File: config.mk
export PLATFORM = sky130hd
export DESIGN_NAME = id_ex_stage
export DESIGN_NICKNAME = d
export VERILOG_FILES = /design/src/rtl/rv32i_types.sv /design/src/rtl/hazard_detect.sv /design/src/rtl/id_ex_stage.sv
export SDC_FILE = /design/constraint.sdc
export NUM_CORES = 1
export LEC_CHECK = 0
export ABC_AREA = 1
export CORE_AREA = 2 2 257 259
export CTS_CLUSTER_DIAMETER = 80
export DETAILED_ROUTE_END_ITERATION = 7
export DIE_AREA = 0 0 259 261
export SLEW_MARGIN = 20
export SYNTH_ARGS = -nofsm -noshare
export SYNTH_HDL_FRONTEND = slang
export SYNTH_SLANG_ARGS = --single-unit
export TNS_END_PERCENT = 20
File: constraint.sdc
create_clock -name clk -period 18.6 [get_ports clk]
set_input_delay 1.86 -clock clk [delete_from_list [all_inputs] [get_ports clk]]
set_output_delay 1.86 -clock clk [all_outputs]
set_load 0.02 [all_outputs]
File: src/rtl/rv32i_types.sv
// ---------------------------------------------------------------------------
// rv32i_types: RV32I opcode/control-word types, immediates and source-usage helpers. Rev 1.0
// ---------------------------------------------------------------------------
`default_nettype none

package rv32i_types;

  typedef enum logic [6:0] {
    op_lui   = 7'b0110111,
    op_auipc = 7'b0010111,
    op_jal   = 7'b1101111,
    op_jalr  = 7'b1100111,
    op_br    = 7'b1100011,
    op_load  = 7'b0000011,
    op_store = 7'b0100011,
    op_imm   = 7'b0010011,
    op_reg   = 7'b0110011
  } rv32i_opcode;

  typedef enum logic [2:0] {
    alu_add = 3'b000,
    alu_sll = 3'b001,
    alu_sra = 3'b010,
    alu_sub = 3'b011,
    alu_xor = 3'b100,
    alu_srl = 3'b101,
    alu_or  = 3'b110,
    alu_and = 3'b111
  } alu_ops;

  typedef enum logic [2:0] {
    beq  = 3'b000,
    bne  = 3'b001,
    blt  = 3'b100,
    bge  = 3'b101,
    bltu = 3'b110,
    bgeu = 3'b111
  } branch_funct3;

  typedef struct packed {
    rv32i_opcode  opcode;
    alu_ops       aluop;
    branch_funct3 cmpop;
    logic [4:0]   rd;
    logic         load_regfile;
    logic         mem_read;
    logic         mem_write;
    logic         alu_mux1_sel;
    logic [2:0]   alu_mux2_sel;
    logic [3:0]   regfile_mux_sel;
    logic         cmp_mux_sel;
    logic [3:0]   mem_wmask;
  } rv32i_control_word;

  typedef struct packed {
    logic [31:0] i;
    logic [31:0] s;
    logic [31:0] b;
    logic [31:0] u;
    logic [31:0] j;
  } rv32i_imm_bundle;

  // addi x0,x0,0 with every side-effect enable cleared
  localparam rv32i_control_word CWORD_NOP = '{
    opcode:          op_imm,
    aluop:           alu_add,
    cmpop:           beq,
    rd:              5'd0,
    load_regfile:    1'b0,
    mem_read:        1'b0,
    mem_write:       1'b0,
    alu_mux1_sel:    1'b0,
    alu_mux2_sel:    3'd0,
    regfile_mux_sel: 4'd0,
    cmp_mux_sel:     1'b0,
    mem_wmask:       4'd0
  };

  function automatic logic uses_rs1(input rv32i_opcode op);
    return op inside {op_jalr, op_br, op_load, op_store, op_imm, op_reg};
  endfunction

  function automatic logic uses_rs2(input rv32i_opcode op);
    return op inside {op_br, op_store, op_reg};
  endfunction

endpackage

`default_nettype wire

File: src/rtl/hazard_detect.sv
// ---------------------------------------------------------------------------
// hazard_detect: combinational load-use detection between the EX slot and ID. Rev 1.0
// ---------------------------------------------------------------------------
`default_nettype none

module hazard_detect
  import rv32i_types::*;
(
  input  logic        ex_valid,
  input  logic        ex_mem_read,
  input  logic        ex_load_regfile,
  input  logic [4:0]  ex_rd,
  input  logic        id_valid,
  input  rv32i_opcode id_opcode,
  input  logic [4:0]  id_rs1,
  input  logic [4:0]  id_rs2,
  output logic        load_use
);

  logic ex_is_load;
  logic rs1_match;
  logic rs2_match;

  // x0 is never written, so a load targeting it cannot create a dependency
  assign ex_is_load = ex_valid & ex_mem_read & ex_load_regfile & (ex_rd != 5'd0);
  assign rs1_match  = uses_rs1(id_opcode) & (id_rs1 == ex_rd);
  assign rs2_match  = uses_rs2(id_opcode) & (id_rs2 == ex_rd);
  assign load_use   = ex_is_load & id_valid & (rs1_match | rs2_match);

endmodule

`default_nettype wire

File: src/rtl/id_ex_stage.sv
// ---------------------------------------------------------------------------
// id_ex_stage: ID/EX pipeline register with load-use/flush bubbles and hazard counters. Rev 1.0
// ---------------------------------------------------------------------------
`default_nettype none

module id_ex_stage
  import rv32i_types::*;
#(
  parameter int CNT_W = 32
) (
  input  logic              clk,
  input  logic              rst,
  input  logic              id_valid,
  input  rv32i_control_word id_cword,
  input  logic [31:0]       id_pc,
  input  logic [4:0]        id_rs1,
  input  logic [4:0]        id_rs2,
  input  logic [31:0]       id_rs1_data,
  input  logic [31:0]       id_rs2_data,
  input  rv32i_imm_bundle   id_imm,
  input  logic              mem_stall,
  input  logic              flush,
  output logic              ex_valid,
  output rv32i_control_word ex_cword,
  output logic [31:0]       ex_pc,
  output logic [4:0]        ex_rs1,
  output logic [4:0]        ex_rs2,
  output logic [31:0]       ex_rs1_data,
  output logic [31:0]       ex_rs2_data,
  output rv32i_imm_bundle   ex_imm,
  output logic              hold_if_id,
  output logic [CNT_W-1:0]  load_use_cnt,
  output logic [CNT_W-1:0]  flush_cnt
);

  localparam logic [CNT_W-1:0] CNT_MAX = {CNT_W{1'b1}};
  localparam logic [CNT_W-1:0] CNT_ONE = CNT_W'(1);

  logic load_use;

  hazard_detect u_hazard_detect (
    .ex_valid        (ex_valid),
    .ex_mem_read     (ex_cword.mem_read),
    .ex_load_regfile (ex_cword.load_regfile),
    .ex_rd           (ex_cword.rd),
    .id_valid        (id_valid),
    .id_opcode       (id_cword.opcode),
    .id_rs1          (id_rs1),
    .id_rs2          (id_rs2),
    .load_use        (load_use)
  );

  // a flush squashes the dependent instruction, so IF/ID must not freeze for it
  assign hold_if_id = mem_stall | (load_use & ~flush);

  always_ff @(posedge clk or posedge rst) begin
    if (rst) begin
      ex_valid     <= 1'b0;
      ex_cword     <= CWORD_NOP;
      ex_pc        <= '0;
      ex_rs1       <= '0;
      ex_rs2       <= '0;
      ex_rs1_data  <= '0;
      ex_rs2_data  <= '0;
      ex_imm       <= '0;
      load_use_cnt <= '0;
      flush_cnt    <= '0;
    end else if (!mem_stall) begin
      // data fields follow ID unconditionally; validity and control decide what EX executes
      ex_pc       <= id_pc;
      ex_rs1      <= id_rs1;
      ex_rs2      <= id_rs2;
      ex_rs1_data <= id_rs1_data;
      ex_rs2_data <= id_rs2_data;
      ex_imm      <= id_imm;
      if (flush) begin
        ex_valid <= 1'b0;
        ex_cword <= CWORD_NOP;
        if (id_valid && flush_cnt != CNT_MAX) begin
          flush_cnt <= flush_cnt + CNT_ONE;
        end
      end else if (load_use) begin
        ex_valid <= 1'b0;
        ex_cword <= CWORD_NOP;
        if (load_use_cnt != CNT_MAX) begin
          load_use_cnt <= load_use_cnt + CNT_ONE;
        end
      end else begin
        ex_valid <= id_valid;
        ex_cword <= id_valid ? id_cword : CWORD_NOP;
      end
    end
  end

endmodule

`default_nettype wire

**Placed cells, one color a class**

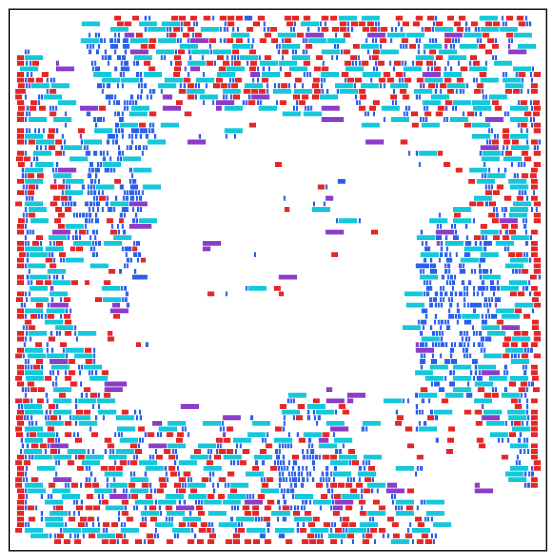
| color | class | cells | share of their area |
|---|---|---|---|
| purple | clock drivers and dummy loads | 85 | 6.5% |
| cyan | flip-flops | 365 | 39% |
| blue | all other logic | 1,435 | 26% |
| red | other buffers and delay cells | 681 | 29% |
flop share of the area: 37.2%
Finished Core Util: 37.8%

**Supply network**

The bar under the picture is 100 µm long. Pins as bars on the die edge. Tap cells in gray.
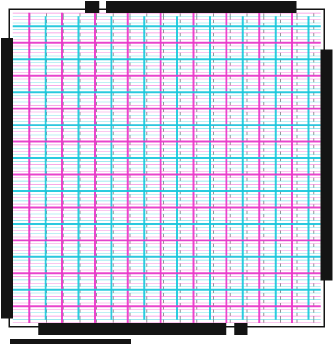
| color | net |
|---|---|
| magenta | VSS |
| cyan | VDD |
met4 straps: 18
signal pins: 671
met1 rails: 95
rows: 94
met5 straps: 18
die x size: 259 µm
Worst IR Drop VDD: 0.0550 mV
core area: 0.0650 mm²
Die H: 261 µm

**Signal wires by layer**

The bar under the picture is 100 µm long. Two of the layers only.
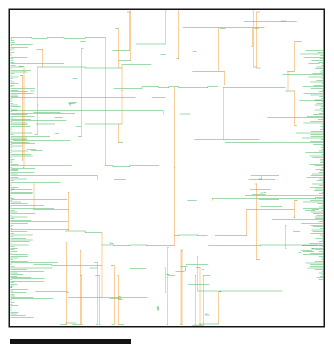
| color | layer | wire length |
|---|---|---|
| orange | met4 | 2,010 µm |
| green | met3 | 5,100 µm |
Total Routed Length: 58,600 µm
average wire per standard cell: 17.1 µm
all-layer global routing usage: 16.7%

==> flow_summary.toml <==
# implementation run metrics
[run_status]
status = "complete, no violations"

[layout]
areaGrowthSynthToFinish_pct = 58.6
layout-drive-gt1-share_pct = 4.95
nFillCells = 6684

[logic_synthesis]
ys_seq_share_pct = 59.0
synth.distinct_cells = 34
ys.flops = 365
ys_sh_adder_pct = 0.162
topCellsByArea = "dfrtp_1, nand2_1, nand3_1"
syn_area_mm2 = 0.0155
top_cell_area_share_pct = 58.5
yosys_area_mm2 = 0.0155
compound_area_share_pct = 1.73
yosys_cells = 1879
ys_sh_mux_pct = 0
synthTopLogicFamily = "simple AND/OR/NAND/NOR gates"
synthesis.instances = 1879
ys_sh_simple_pct = 32.8
ys_sh_xor_pct = 1.70
yosys.area.top_type = "dfrtp_1"
floorplan.nets = 2186

[timing]
rsz0062_at_grt = "no"
max_slew_margin_pct = 28.3
setup_viol = 0
hold_viol = 0
worst_slew_pin_slew_ns = 1.07
holdWs_ns = 0.472
finalCritPeriodShare_pct = 31.1
slew_viol_final = 0
min_period_ns = 5.78
fmax_ghz = 0.173
fin_tns_setup_ns = 0

[clock_tree]
numCtsBuffers = 47
clockRootBuffer = "clkbuf_16"
cts_resized = 0
cts_tree = "done"
post-cts-setup-buffer-count = 0
htree_levels = 2
cts_buffer_depth = 3
cts.clk_slew.worst_paths_ns = 0.05

[floorplanning]
die_area_mm2 = 0.0676
rows = 94
io_pins = 671
initCoreUtil_pct = 23.8

[global_route]
grt_pass1_vias = 14200
grt_antenna_before_repair = 6
grt_overflow = 0
grt_max_degree = 114

[drt]
dr.pass1.iters = 5
avgViaCountPerCell = 4.21
antenna_left = 0
vias = 14400
drt_iter0_drc = 897
post-route-drc-count = 0

[setup_path]
critPathKind = "primary input to output pin"
worst-path-max-fanout = 4
endpoint_kind = "output pin"
worstPathArrival_ns = 3.92
crit_chain = "clkdlybuf4s50_1 > nand2_1 > nor2_2 > nand3_1 > nor2_1 > nand2_1 > nand2_2 > nand2_1 > o21ai_0 > clkdlybuf4s50_1"
max_stage_delay_ns = 0.66
start_kind = "primary input"
r2r_cells = 8
crit_top_cell = "nand2_1"
worstPathRequired_ns = 16.74

[run]
warnings = 32
max_cap_violations = 0

[power]
powerDensity_mw_per_mm2 = 90.4
finalPower_uw = 2220
p_leak_uw = 0.0116

[placement]
portBuffers = 670
place_congestion = 0.872
dp_hpwl_um = 42700

[worst_hold_path]
min_path_cells = 2
holdCritPathClass = "flip-flop to flip-flop"
**Clock nets**

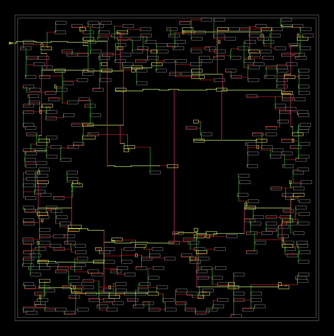
flop count: 365
clock buffers: 68

**Clock wires, drivers and flops**

The bar under the picture is 100 µm long.
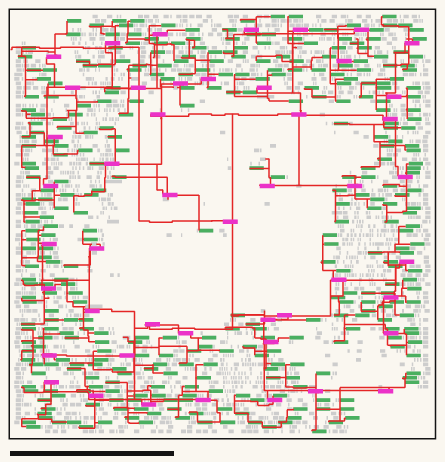
[red] clock wires | length: 5,880 µm
[green] flip-flops | count: 365
[magenta] cells driving clock nets | count: 47
flops lie: all over the die
routed clock nets: 48
Clock Power Share: 40.8%
worst skew pair latency: 0.57 ns
Clk power: 905 µW
clk_skew: 0.0298 ns

worst max-delay path, delay by kind of cell:
family / cells / cell delay, ns
buffers and inverters: 2 / 1.16
and+or+nand+nor: 7 / 0.74
AOI/OAI and AO/OA: 1 / 0.15
metal layers:
layer / wire length, µm / track usage (%) / vias up
met5: 54 / 0 / -
met4: 2010 / 6.04 / 8
met3: 5100 / 5.82 / 109
met2: 27800 / 27.3 / 534
met1: 23600 / 20.3 / 6720
li1: - / - / 7077
synthesized netlist by cell type (all sizes together):
cell type	count
dfstp	3
ha	2
o22ai	1
o22a	2
nand3b	12
buf	28
nand3	67
a21boi	1
inv	93
nand2	1031
dfrtp	362
o21ai	45
nand4	17
o211ai	1
or2	1
xor2	22
nor3	31
nor2	101
xnor2	8
clkbuf	51
cell usage in the layout (no fill, tap or decap), drive strengths merged:
| master | n |
|---|---|
| nand3b | 12 |
| nor2 | 101 |
| inv | 99 |
| clkinv | 7 |
| bufinv | 3 |
| or2 | 1 |
| nand3 | 67 |
| o21ai | 45 |
| xnor2 | 8 |
| clkbuf | 68 |
| a21boi | 1 |
| clkinvlp | 1 |
| dfstp | 3 |
| o22ai | 1 |
| xor2 | 22 |
| o22a | 2 |
| ha | 2 |
| diode | 3 |
| dfrtp | 362 |
| o211ai | 1 |
| nor3 | 31 |
| clkdlybuf4s50 | 669 |
| buf | 12 |
| nand4 | 17 |
| nand2 | 1031 |
path summary, 6_finish.rpt:
| path | start | slack (ns) | to |
|---|---|---|---|
| min reg2reg | ex_pc[31]$_DFFE_PP0N_ | 0.47 | ex_pc[31]$_DFFE_PP0N_ |
| max | id_cword[27] | 12.82 | hold_if_id |
| max reg2reg | ex_cword[19]$_DFFE_PP0N_ | 15.93 | ex_cword[33]$_DFFE_PP0N_ |
| max in group asynchronous | rst | 14.56 | ex_rs1_data[15]$_DFFE_PP0N_ |
| min in group asynchronous | rst | 1.87 | ex_imm[73]$_DFFE_PP0N_ |
| min | ex_pc[31]$_DFFE_PP0N_ | 0.47 | ex_pc[31]$_DFFE_PP0N_ |
final cells by class:
class                           instances  area, µm²  share of cell area [%]
Inverter                               93        367                    1.49
Clock buffer                           68       1340                    5.44
Multi-Input combinational cell       1342       5640                    23.0
Timing Repair Buffer                  681       6790                    27.7
Sequential cell                       365       9140                    37.2
Tap cell                              864       1080                    4.40
Clock inverter                         17        193                   0.785
Antenna cell                            3       7.51                  0.0306
power by group:
group	switching, µW	internal, µW
combinational	217	196
clock	362	543
sequential	43.1	858
per-stage QoR:
stage / instances / area, µm² / setup WS (ns)
floorplan: 1879 / 15500 / 6.61
global placement: 3345 / 23000 / 12.78
detailed placement: 3345 / 23000 / 12.80
CTS: 3430 / 24500 / 12.76
global route: 3432 / 24600 / 12.64
finish: 3433 / 24600 / 12.82
registers in the layout (all words and copies together), names as in the netlist:
name / count
load_use_cnt: 32
ex_valid: 1
ex_rs1_data: 32
ex_rs1: 5
ex_imm: 160
ex_rs2: 5
ex_rs2_data: 32
flush_cnt: 32
ex_pc: 32
ex_cword: 34
No activity file was given, so power comes from the tool's default toggle rates.
